==> config.mk <==
export PLATFORM = sky130hd
export DESIGN_NAME = apu_mix_sched_flat
export DESIGN_NICKNAME = d
export VERILOG_FILES = /design/src/rtl/apu_mix_sched_if.sv /design/src/rtl/apu_mix_sched.sv /design/src/flat_wrapper.sv
export SDC_FILE = /design/constraint.sdc
export NUM_CORES = 1
export LEC_CHECK = 0
export ABC_AREA = 1
export CAP_MARGIN = 15
export CELL_PAD_IN_SITES_DETAIL_PLACEMENT = 1
export CELL_PAD_IN_SITES_GLOBAL_PLACEMENT = 1
export CORE_MARGIN = 2
export CORE_UTILIZATION = 38
export CTS_CLUSTER_DIAMETER = 50
export DETAILED_ROUTE_END_ITERATION = 8
export PLACE_DENSITY_LB_ADDON = 0.05
export SLEW_MARGIN = 20
export SYNTH_ARGS = -nofsm -noshare
export SYNTH_HDL_FRONTEND = slang
export SYNTH_SLANG_ARGS = --single-unit
==> constraint.sdc <==
create_clock -name sys_clk -period 3.4 [get_ports sys_clk]
set_input_delay 0.34 -clock sys_clk [delete_from_list [all_inputs] [get_ports sys_clk]]
set_output_delay 0.34 -clock sys_clk [all_outputs]
set_load 0.01 [all_outputs]
==> src/rtl/apu_mix_sched_if.sv <==
// Bundles for apu_mix_sched: system clock/reset and the
// sample output valid/ready handshake.
interface sys_if;
    logic clk;
    logic n_reset;

    modport master (output clk, output n_reset);
    modport slave  (input  clk, input  n_reset);
endinterface

interface apu_mix_sched_if;
    logic [7:0] out_sample;
    logic       out_valid;
    logic       out_ready;

    modport master (output out_sample, output out_valid, input  out_ready);
    modport slave  (input  out_sample, input  out_valid, output out_ready);
endinterface

==> src/rtl/apu_mix_sched.sv <==
// APU mixer sequencer: time-shares one synchronous lookup ROM between
// the pulse and TND tables and emits the saturated 8-bit sum.
module apu_mix_sched #(
    parameter int TND_BASE = 32,
    parameter int OVR_W    = 8
) (
    sys_if.slave             sys,
    input  logic             i_tick,
    input  logic [1:0][3:0]  i_pulse,
    input  logic [3:0]       i_triangle,
    input  logic [3:0]       i_noise,
    input  logic [6:0]       i_dmc,
    output logic [7:0]       o_rom_addr,
    output logic             o_rom_en,
    input  logic [7:0]       i_rom_q,
    apu_mix_sched_if.master  smp,
    output logic [OVR_W-1:0] o_ovr_count,
    input  logic             i_ovr_clr,
    output logic             o_busy
);

    typedef enum logic [2:0] {
        S_IDLE,
        S_ADDR_P,
        S_ADDR_T,
        S_CAP_T,
        S_OUT
    } state_t;

    state_t           r_state;
    state_t           w_next;
    logic             r_pending;
    logic [1:0][3:0]  r_pulse;
    logic [3:0]       r_triangle;
    logic [3:0]       r_noise;
    logic [6:0]       r_dmc;
    logic [6:0]       r_pulse_val;
    logic [7:0]       r_sample;
    logic             r_valid;
    logic [OVR_W-1:0] r_ovr;
    logic [7:0]       r_rom_addr;
    logic             r_rom_en;

    logic             w_hs;
    logic             w_start;
    logic             w_busy_tick;
    logic [4:0]       w_p_addr;
    logic [7:0]       w_t_addr;
    logic [8:0]       w_sum;

    assign w_hs        = r_valid & smp.out_ready;
    assign w_start     = ((r_state == S_IDLE) & i_tick)
                       | ((r_state == S_OUT) & w_hs & (r_pending | i_tick));
    assign w_busy_tick = i_tick & (r_state != S_IDLE) & ~w_start;

    // Pulse address comes from live inputs: it is registered on the start edge.
    assign w_p_addr = {1'b0, i_pulse[0]} + {1'b0, i_pulse[1]};
    assign w_t_addr = 8'(TND_BASE)
                    + 8'({r_triangle, 1'b0}) + 8'(r_triangle)
                    + 8'({r_noise, 1'b0}) + 8'(r_dmc);
    assign w_sum    = {2'b00, r_pulse_val} + {1'b0, i_rom_q};

    always_comb begin
        w_next = r_state;
        unique case (r_state)
            S_IDLE:   if (i_tick) w_next = S_ADDR_P;
            S_ADDR_P: w_next = S_ADDR_T;
            S_ADDR_T: w_next = S_CAP_T;
            S_CAP_T:  w_next = S_OUT;
            S_OUT:    if (w_hs) w_next = w_start ? S_ADDR_P : S_IDLE;
            default:  w_next = S_IDLE;
        endcase
    end

    always_ff @(posedge sys.clk or negedge sys.n_reset) begin
        if (!sys.n_reset) begin
            r_state     <= S_IDLE;
            r_pending   <= 1'b0;
            r_pulse     <= '0;
            r_triangle  <= '0;
            r_noise     <= '0;
            r_dmc       <= '0;
            r_pulse_val <= '0;
            r_sample    <= '0;
            r_valid     <= 1'b0;
            r_ovr       <= '0;
            r_rom_addr  <= '0;
            r_rom_en    <= 1'b0;
        end else begin
            r_state <= w_next;
            if (w_start) begin
                r_pulse    <= i_pulse;
                r_triangle <= i_triangle;
                r_noise    <= i_noise;
                r_dmc      <= i_dmc;
                r_pending  <= 1'b0;
                r_rom_en   <= 1'b1;
                r_rom_addr <= {3'b000, w_p_addr};
            end else if (w_busy_tick) begin
                r_pending <= 1'b1;
            end
            if (r_state == S_ADDR_P) r_rom_addr <= w_t_addr;
            if (r_state == S_ADDR_T) begin
                r_rom_en    <= 1'b0;
                r_pulse_val <= i_rom_q[6:0];
            end
            if (r_state == S_CAP_T) begin
                r_sample <= w_sum[8] ? 8'hFF : w_sum[7:0];
                r_valid  <= 1'b1;
            end else if (w_hs) begin
                r_valid <= 1'b0;
            end
            // Clear beats a coincident overrun.
            if (i_ovr_clr) r_ovr <= '0;
            else if (w_busy_tick && r_pending && !(&r_ovr)) r_ovr <= r_ovr + 1'b1;
        end
    end

    assign o_rom_addr     = r_rom_addr;
    assign o_rom_en       = r_rom_en;
    assign smp.out_sample = r_sample;
    assign smp.out_valid  = r_valid;
    assign o_ovr_count    = r_ovr;
    assign o_busy         = (r_state != S_IDLE);

endmodule

==> src/flat_wrapper.sv <==
// flat-port wrapper written by rule: the top's interface ports become plain ports
module apu_mix_sched_flat 
#(
    parameter int TND_BASE = 32,
    parameter int OVR_W    = 8
)
  (i_tick, i_pulse, i_triangle, i_noise, i_dmc, o_rom_addr, o_rom_en, i_rom_q, o_ovr_count, i_ovr_clr, o_busy, sys_clk, sys_n_reset, smp_out_sample, smp_out_valid, smp_out_ready);
  sys_if sys_i ();
  apu_mix_sched_if smp_i ();
  input  logic i_tick;
  input  logic [1:0][3:0] i_pulse;
  input  logic [3:0] i_triangle;
  input  logic [3:0] i_noise;
  input  logic [6:0] i_dmc;
  output logic [7:0] o_rom_addr;
  output logic o_rom_en;
  input  logic [7:0] i_rom_q;
  output logic [OVR_W-1:0] o_ovr_count;
  input  logic i_ovr_clr;
  output logic o_busy;
  input wire logic [$bits(sys_i.clk)-1:0] sys_clk;
  input wire logic [$bits(sys_i.n_reset)-1:0] sys_n_reset;
  output wire logic [$bits(smp_i.out_sample)-1:0] smp_out_sample;
  output wire logic [$bits(smp_i.out_valid)-1:0] smp_out_valid;
  input wire logic [$bits(smp_i.out_ready)-1:0] smp_out_ready;
  assign sys_i.clk = sys_clk;
  assign sys_i.n_reset = sys_n_reset;
  assign smp_out_sample = smp_i.out_sample;
  assign smp_out_valid = smp_i.out_valid;
  assign smp_i.out_ready = smp_out_ready;
  apu_mix_sched #(.TND_BASE(TND_BASE), .OVR_W(OVR_W)) u_core (.sys(sys_i), .i_tick(i_tick), .i_pulse(i_pulse), .i_triangle(i_triangle), .i_noise(i_noise), .i_dmc(i_dmc), .o_rom_addr(o_rom_addr), .o_rom_en(o_rom_en), .i_rom_q(i_rom_q), .smp(smp_i), .o_ovr_count(o_ovr_count), .i_ovr_clr(i_ovr_clr), .o_busy(o_busy));
endmodule
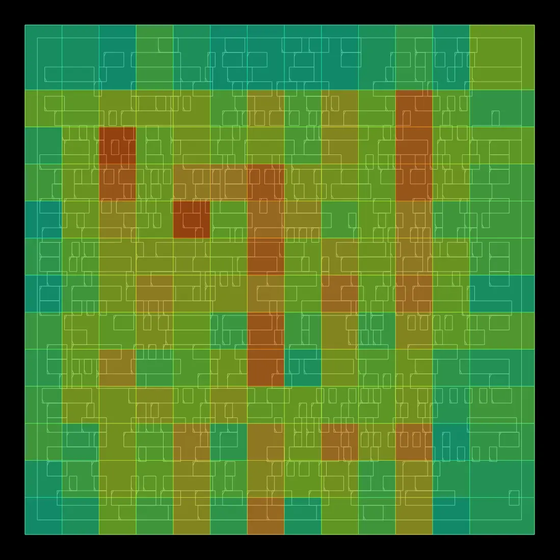
(run_1/congestion.png)
gr busiest metal: met2
fraction of met1 tracks used by global routing: 24.86%

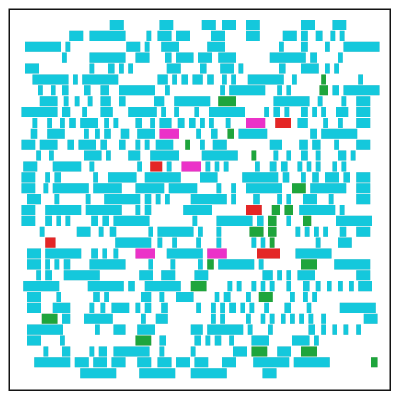
(run_1/sizes.png)
Drawn at 4 px/µm.
Cyan stands for _0 and _1 cells, cells 404, share 92%. Magenta stands for _6 and larger, cells 5, share 1.1%. Green stands for _2 cells, cells 23, share 5.3%. Red stands for _3 and _4 cells, cells 5, share 1.1%.
final design instance area without fill: 0.003945 mm²
Layout Area Growth over Synthesis: 25.72%
non-clock buffer instance count of the final layout: 63
final worst slack: 762.8 ps

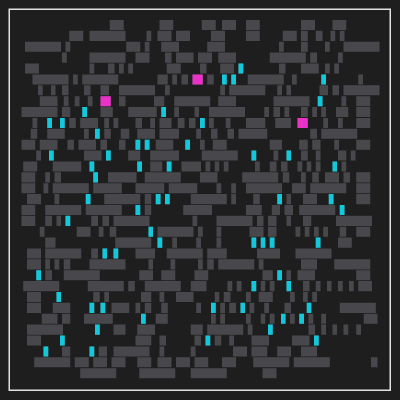
(run_1/logic_types.png)
Drawn at 4 px/µm.
Magenta stands for AND-OR and OR-AND gates, cells 3. Cyan stands for inverters, cells 59.
fraction of area in multi-input gates: 40.06%
Top cell excl fill/tap: sky130_fd_sc_hd__nand2_1
number of non-filler instances in the completed layout: 542

==> results.cfg, run 1 <==
; generated from flow reports
[finish]
filler_cell_count = 1011
antenna-diode-count = 0
post_route_cells_drive_above_1_share_pct = 7.551
final_nets = 503
final_layout_top_logic_cells = sky130_fd_sc_hd__nand2_1, sky130_fd_sc_hd__clkdlybuf4s50_1, sky130_fd_sc_hd__inv_1, sky130_fd_sc_hd__dfrtp_1, sky130_fd_sc_hd__nand3_1

[power_and_ir_drop]
power.clock.total_w = 0.000362
max-vdd-ir-drop_uv = 636.8
seqPwrFrac_pct = 27.4
p_clk_share_pct = 9.6
leakagePower_nw = 1.944
p_seq_w = 0.00104
power.share.switching_pct = 44.57
p_int_w = 0.002092
p_per_area_mw_per_mm2 = 957.0
p_switching_w = 0.001683
comb_power_share_pct = 63.0
comb_cell_power_w = 0.00238

[global_routing]
grt_pass1_wl_um = 12640
antenna_found_initial = 0
grt_overflow_total = 0
gr-usage-all-layers_pct = 17.99
grt_max_degree = 31
vias_in_the_first_global_route = 2687

[run_status]
outcome = completed

[drt]
first_pass_iteration_count_of_the_detailed_router = 4
drt_iter0_markers = 53
route.detailed.drc = 0
final_wl_um = 7203
drtAntennaViolNets = 0
vias_per_cell = 4.832

[synth]
yosys-stat-cells = 370
synth_top_area_share_pct = 41.47
synth_area_per_cell_um2 = 8.481
synth-main-ff-cell = sky130_fd_sc_hd__dfrtp_1
synth_nets = 437
synthArstFlopShare_pct = 100.0
topCellsByArea = sky130_fd_sc_hd__dfrtp_1, sky130_fd_sc_hd__nand2_1, sky130_fd_sc_hd__ha_1
synth-edff-count = 0
synth_top_cell_by_count = sky130_fd_sc_hd__nand2_1
ys_chip_area_mm2 = 0.003138
synth_seq_share_pct = 41.47
ys_seq_elements = 52
netlist.top_cell.by_area = sky130_fd_sc_hd__dfrtp_1
number_of_instances_in_the_synthesized_netlist = 370
top_cells_by_count = sky130_fd_sc_hd__nand2_1, sky130_fd_sc_hd__inv_1, sky130_fd_sc_hd__dfrtp_1, sky130_fd_sc_hd__nand3_1, sky130_fd_sc_hd__nor2_1
post_synth_num_cell_types = 32

[setup_path]
crit_path_start = u_core.r_triangle[1]
kind_of_capture_point_of_the_worst_setup_path = flop
worst-path-buf-inv = 3
biggest_fanout_along_the_worst_timing_path = 3
critPathArrivalTime_ps = 2870
slowest_stage = sky130_fd_sc_hd__fa_1
cp_data_required_time_ps = 3630
worstSetupStartpointType = flop
timing.critical_path.max_delay_family = adder cells

[sta]
period_needed_ps = 2637
timing_max_transition_violations_final = 0
final-setup-viol-count = 0
max_freq_mhz = 379.2
setup-tns-final_ps = 0
min_period_over_period_pct = 77.56
fin_worst_skew_ps = 6.469
timing_worst_slew_pin_value_ps = 714.7
worst_case_headroom_to_the_max_slew_limit_pct = 52.35

[min_path]
holdCritPathClass = in -> async

[run]
timing.max_cap.violations = 0
warnings = 26

[die]
coreArea_mm2 = 0.008093
num_io_pins = 63
floorplan.die_area_mm2 = 0.009001
floorplan.initialDensity_pct = 38.78
die_width_um = 94.88
core.rowCount = 33

[clocking]
hold_buffers = 0
cts_setup_buffers = 0
cts-root-to-sink-buffers = 2
clk-insertion-delay-late_ps = 310
cts-buffers-inserted = 5
numClockSinks = 52
cts_root_buffer = sky130_fd_sc_hd__clkbuf_8
postCtsResizedCells = 0
cts_htree_levels = 2
clk_pin_slew_worst_paths_ps = 100
tritoncts = done

[place]
gpl.final_weighted_congestion = 0.7981
port_buffers = 62
run 1: final timing paths:
kind	endpoint	slack (ps)	depth (start not counted)
worst max-delay path	u_core.o_rom_addr[6]	760	11
min in group sys_clk	u_core.r_dmc[6]	480	2
worst min-delay path	u_core.r_pulse_val[5]	70	1
worst max register to register	u_core.o_rom_addr[6]	760	11
worst min register to register	u_core.r_dmc[6]	480	2
max in group asynchronous	u_core.o_rom_addr[3]	2520	2
run 1: metrics by stage:
step                cell area (µm²)  worst slack [ps]  std cells  power, W  util [%]
floorplan                      3138             916.5        370  0.002750         -
CTS                            3945             729.9        542  0.003854     48.75
global route                   3945             519.3        542  0.004256     48.75
global placement               3857             806.7        534  0.003400     47.67
detailed placement             3857             734.3        534  0.003466     47.67
finish                         3945             762.8        542  0.003775     48.75
run 1: per-layer routing:
layer  routed length [µm]  global-route usage (%)  share of wire, %  vias to the layer above
met5                    0                       0                 0                        -
met2                 3453                   29.91                48                       43
met4                   54                   3.261              0.75                        0
met1                 3463                   24.86                48                     1267
met3                  231                   3.192               3.2                        4
li1                     -                       -                 -                     1305
run 1: layout make-up:
type                       instances  area [µm²]  area share [%]
multi-input combinational        255        1580           40.06
sequential                        52        1301           32.98
timing repair buffer              63       623.1           15.79
inverter                          59       221.5           5.614
tap                              105       131.4           3.330
clock buffer                       5       68.82           1.744
clock inverter                     3       18.77          0.4757
run 1: kinds of logic (layout without fill, tap and decap cells):
group / count (synthesis) / after routing / share of synthesized area, %
AND/OR/NAND/NOR: 169 / 169 / 23.80
buffers and inverters: 63 / 130 / 8.174
flip-flops: 52 / 52 / 41.47
AND-OR/OR-AND: 41 / 41 / 7.416
adder cells (fa/ha/maj): 31 / 31 / 14.75
XOR/XNOR: 8 / 8 / 2.233
multiplexers: 6 / 6 / 2.153
==> run_1/layer_met2.png <==
Drawn at 3 px/µm.
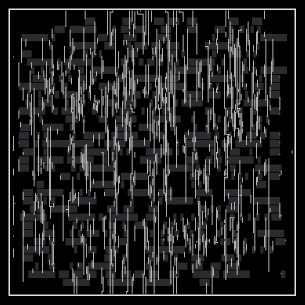

--- run 2 (diff from run 1) ---
clock period = 2.75 ns   (was 3.4 ns; I/O delays follow)
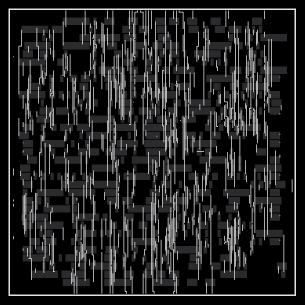
(run_2/layer_met2.png)
Drawn at 3 px/µm.
The layer holds 49% of the routed length. 435 nets have wire on it. The layer carries 3590 µm of wire.
final WL: 7403 µm
GRT met2 Usage: 30.61%
total number of vias: 2617

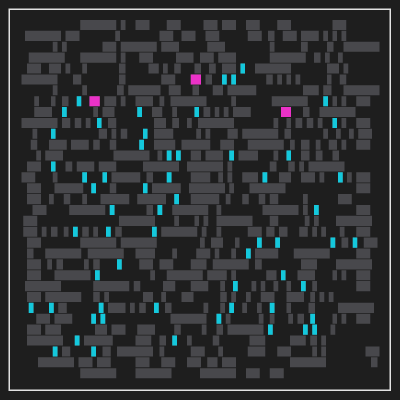
(run_2/logic_types.png)
Drawn at 4 px/µm.
Cyan stands for inverters, cells 59. Magenta stands for AND-OR and OR-AND gates, cells 3.
number of non-filler instances in the completed layout: 545
fraction of area in multi-input gates: 39.91%

==> run 2 against run 1 <==
  * Sequential cell count is the same
  * Sequential power grew 23%
  * Die area is the same
  * Global-route usage grew 0.27 points
  * Routed wire length grew 2.8%
  * Worst hold slack gained 410 ps
==> results.cfg, run 2 <==
; generated from flow reports
[finish]
post_route_cells_drive_above_1_share_pct = 8.864
nNonClkBuffers = 66
seq_cell_area_mm2 = 0.001301
final.signal_inverter_count = 59
layout.buffer.nonclock.area_share_pct = 16.25
clk_share_pct = 2.353

[place]
dpl_cell_area_mm2 = 0.003865
dp_slack_ps = 72.50

[run]
warnings = 26

[synth]
post_synth_num_cell_types = 32
synth-edff-count = 0
topCellsByArea = sky130_fd_sc_hd__dfrtp_1, sky130_fd_sc_hd__nand2_1, sky130_fd_sc_hd__ha_1
synth_seq_share_pct = 41.47
synth_top_area_share_pct = 41.47
synth-main-ff-cell = sky130_fd_sc_hd__dfrtp_1
top_cells_by_count = sky130_fd_sc_hd__nand2_1, sky130_fd_sc_hd__inv_1, sky130_fd_sc_hd__dfrtp_1, sky130_fd_sc_hd__nand3_1, sky130_fd_sc_hd__nor2_1

[drt]
route.detailed.drc = 0
first_pass_iteration_count_of_the_detailed_router = 4
drt_iter0_markers = 63

[global_routing]
gr-usage-all-layers_pct = 18.26
grt_max_degree = 29
gr_busiest_metal = met2
grt_pass1_wl_um = 12900

[clocking]
cts_root_buffer = sky130_fd_sc_hd__clkbuf_8
numClockSinks = 52
cts-root-to-sink-buffers = 2

[die]
core.rowCount = 33

[power_and_ir_drop]
p_switching_w = 0.002170
leakagePower_nw = 1.955
comb_power_share_pct = 63.6
power.share.switching_pct = 45.06

[min_path]
holdCritPathClass = reg -> reg

[setup_path]
timing.critical_path.max_delay_family = adder cells
kind_of_capture_point_of_the_worst_setup_path = flop
critPathArrivalTime_ps = 2800

[run_status]
outcome = completed

[sta]
setup-tns-final_ps = 0
worst_slack_ps = 191.2
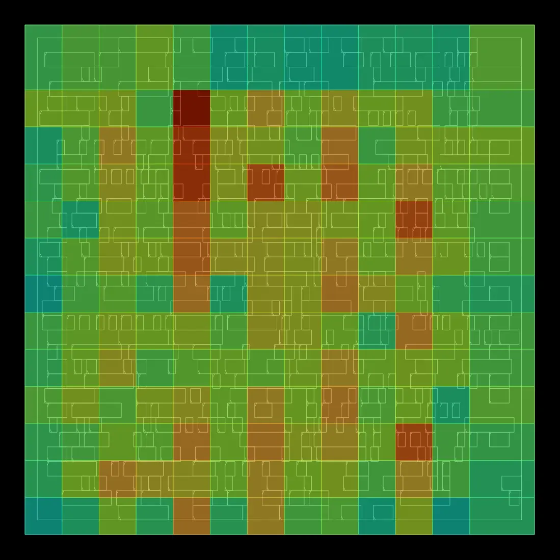
(run_2/congestion.png)
DR WL/cell: 13.58 µm
routing usage on met3: 2.953%
fraction of met1 tracks used by global routing: 25.08%
utilization after layout: 49.27%

run 2: cell counts after synthesis:
No cell type changed its count.
run 2: final timing paths:
check / cells past startpoint / to / startpoint
hold reg to reg: 2 / u_core.o_rom_addr[7] / u_core.o_rom_addr[7]
hold / removal: 2 / u_core.o_rom_addr[7] / u_core.o_rom_addr[7]
min in group asynchronous: 2 / u_core.smp.out_sample[5] / sys_n_reset
setup / recovery: 11 / u_core.o_rom_addr[6] / u_core.r_dmc[2]
setup reg to reg: 11 / u_core.o_rom_addr[6] / u_core.r_dmc[2]
max in group asynchronous: 3 / u_core.r_dmc[3] / sys_n_reset
run 2: cells by family after synthesis:
kind of cell	Yosys count	share of synthesized area (%)
AND-OR/OR-AND	41	7.416
XOR/XNOR	8	2.233
adder cells (fa/ha/maj)	31	14.75
buffers and inverters	63	8.174
flip-flops	52	41.47
multiplexers	6	2.153
AND/OR/NAND/NOR	169	23.80
run 2: what timing repair did:
item / in CTS / in global routing
hold buffers: 1 / 0
resized: 0 / 5
hold endpoints to repair: 23 / 0
buffers inserted: 0 / 1
setup endpoints to repair: 0 / 2
run 2: power groups by stage:
stage | combinational, W | sequential [W] | clock [W]
global placement | 0.00292 | 0.00129 | 0
global route | 0.00357 | 0.00133 | 0.000527
detailed placement | 0.00300 | 0.00130 | 0
floorplan | 0.00207 | 0.00133 | 0
CTS | 0.00306 | 0.00129 | 0.000495
finish | 0.00306 | 0.00128 | 0.000475
run 2: routing by layer:
layer	vias up	wire length (µm)	share of wire [%]
li1	1315	-	-
met1	1261	3549	48
met2	35	3592	49
met3	6	197	2.7
met4	0	64	0.86
met5	-	0	0
Power is estimated from default activity; no workload was simulated.
